## config.mk

```make
export PLATFORM = sky130hd
export DESIGN_NAME = spi_clockgen
export DESIGN_NICKNAME = d
export VERILOG_FILES = /design/src/rtl/spi_clockgen_pkg.sv /design/src/rtl/spi_clockgen.sv
export SDC_FILE = /design/constraint.sdc
export NUM_CORES = 1
export LEC_CHECK = 0
export CORE_MARGIN = 2
export CORE_UTILIZATION = 35
export CTS_BUF_LIST = sky130_fd_sc_hd__clkbuf_16
export DETAILED_ROUTE_END_ITERATION = 8
export SYNTH_ARGS = -nofsm -noshare
export SYNTH_HDL_FRONTEND = slang
export SYNTH_SLANG_ARGS = --single-unit
export TNS_END_PERCENT = 100
```

## constraint.sdc

```tcl
create_clock -name wb_clk_in -period 1.6 [get_ports wb_clk_in]
set_input_delay 0.32 -clock wb_clk_in [delete_from_list [all_inputs] [get_ports wb_clk_in]]
set_output_delay 0.32 -clock wb_clk_in [all_outputs]
set_load 0.1 [all_outputs]
```

## src/rtl/spi_clockgen_pkg.sv

```systemverilog
// Shared SPI width constants, used by the clock generator and the SPI top.
package spi_clockgen_pkg;

   localparam int SPI_DIVIDER_LEN   = 16;
   localparam int SPI_MAX_CHAR      = 128;
   localparam int SPI_CHAR_LEN_BITS = 7;
   localparam int SPI_SS_NB         = 8;

endpackage : spi_clockgen_pkg

```

## src/rtl/spi_clockgen.sv

```systemverilog
// SPI serial clock generator: divides wb_clk_in into sclk_out and produces
// one-cycle strobes ahead of each rising (cpol_0) and falling (cpol_1) edge.
// All outputs come straight from flops; no input reaches an output combinationally.
module spi_clockgen
   import spi_clockgen_pkg::*;
#(
   parameter int DIVIDER_LEN = SPI_DIVIDER_LEN
) (
   input  logic                   wb_clk_in,
   input  logic                   wb_rst,
   input  logic                   go,
   input  logic                   tip,
   input  logic                   last_clk,
   input  logic [DIVIDER_LEN-1:0] divider,
   output logic                   sclk_out,
   output logic                   cpol_0,
   output logic                   cpol_1
);

   logic [DIVIDER_LEN-1:0] cnt_q, cnt_d;
   logic                   sclk_q, sclk_d;
   logic                   cpol0_q, cpol0_d;
   logic                   cpol1_q, cpol1_d;
   logic                   cnt_zero, cnt_one, div_zero;

   assign cnt_zero = (cnt_q == '0);
   assign cnt_one  = (cnt_q == DIVIDER_LEN'(1));
   assign div_zero = (divider == '0);

   // Next-state: counter reload/decrement, sclk toggle, edge strobes.
   always_comb begin
      cnt_d   = cnt_q;
      sclk_d  = sclk_q;
      cpol0_d = 1'b0;
      cpol1_d = 1'b0;

      // Reloading whenever idle means a divider change lands only at a reload.
      if (cnt_zero || !tip)
         cnt_d = divider;
      else
         cnt_d = cnt_q - DIVIDER_LEN'(1);

      // During the last bit a high clock may still fall, but a low one stays low.
      if (tip && cnt_zero && (!last_clk || sclk_q))
         sclk_d = ~sclk_q;

      cpol0_d = (tip & ~sclk_q & cnt_one) |
                (div_zero & sclk_q) |
                (div_zero & go & ~tip);
      cpol1_d = (tip & sclk_q & cnt_one) |
                (div_zero & ~sclk_q & tip);
   end

   // State registers with synchronous active-low reset.
   always_ff @(posedge wb_clk_in) begin
      if (!wb_rst) begin
         cnt_q   <= '1;
         sclk_q  <= 1'b0;
         cpol0_q <= 1'b0;
         cpol1_q <= 1'b0;
      end else begin
         cnt_q   <= cnt_d;
         sclk_q  <= sclk_d;
         cpol0_q <= cpol0_d;
         cpol1_q <= cpol1_d;
      end
   end

   assign sclk_out = sclk_q;
   assign cpol_0   = cpol0_q;
   assign cpol_1   = cpol1_q;

endmodule : spi_clockgen

```

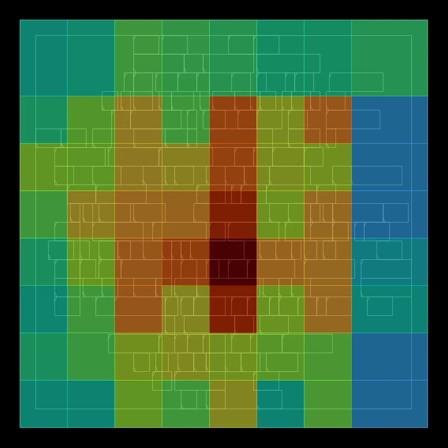
Fig. 1. Congestion heat map.
Layout Utilization: 57.31%
gr busiest metal: met2
Routed WL per cell: 15.14 µm
GR Layer Usage met2: 28.57%

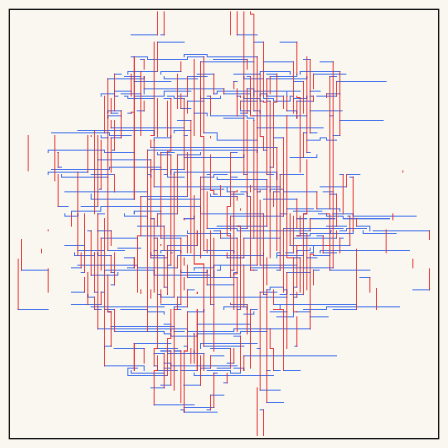
Fig. 2. Routed metal, one color a layer.
Two of the layers only.
| color | layer | wire length |
|---|---|---|
| blue | met1 | 1,300 µm |
| red | met2 | 1,500 µm |

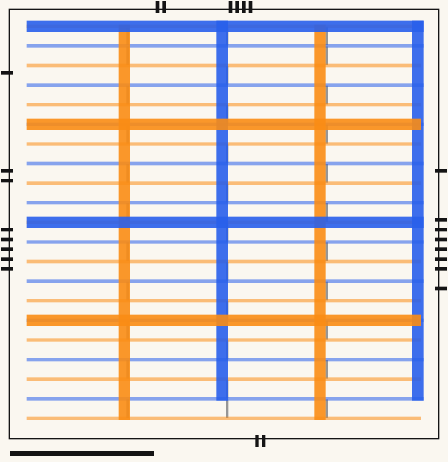
Fig. 3. Supply network.
Scale bar: 20 µm. Pins as bars on the die edge. Tap cells in gray.
| color | net |
|---|---|
| orange | VSS |
| blue | VDD |
met5 straps: 4
signal pins: 24
tap cells: 33

==> results.cfg <==
; generated from flow reports
[final_timing]
tightest_slew_ns = 0.3958
max_freq_ghz = 0.6359
max-slew-margin-rel_pct = 73.39
setup_tns_ns = 0
hold-worst-slack_ns = 0.5839
setup_viol = 0
finalWorstSetupSlack_ns = 0.02741

[place]
dpl.cell_count = 198
io_buffers = 23

[setup_path]
worstPathRequired_ns = 1.78
crit_arrival_ns = 1.75
reg2reg_from = cnt_q[1]
crit_buf_inv = 2

[yosys]
logic_family = simple AND/OR/NAND/NOR gates
syn_avg_cell_area_um2 = 8.658
top_area_share_pct = 35.43
synthCells = 124
ys_async_sr_fraction_pct = 0

[route]
dr.pass1.iters = 4
wl_um = 3088
antenna_left = 0
via_per_inst = 5.485
wl_met2_um = 1499

[cts]
clock_sinks = 19
h-tree-depth = 1

[cells_and_area]
comb_area_um2 = 720.7
num-clock-buffers = 3
syn2layout_area_growth_pct = 58.97
drive_gt1_share_pct = 30.41
largestClassByArea = combinational gates

[min_path]
hold_end = cpol_1

[power]
irDropWorstVdd_mv = 0.3121
power.share.clock_pct = 41.1

[grt]
use_met1_pct = 22.31
grt_use_met3_pct = 3.493

[status]
status = finished, final reports clean

[flow_run]
drv_cap = 0
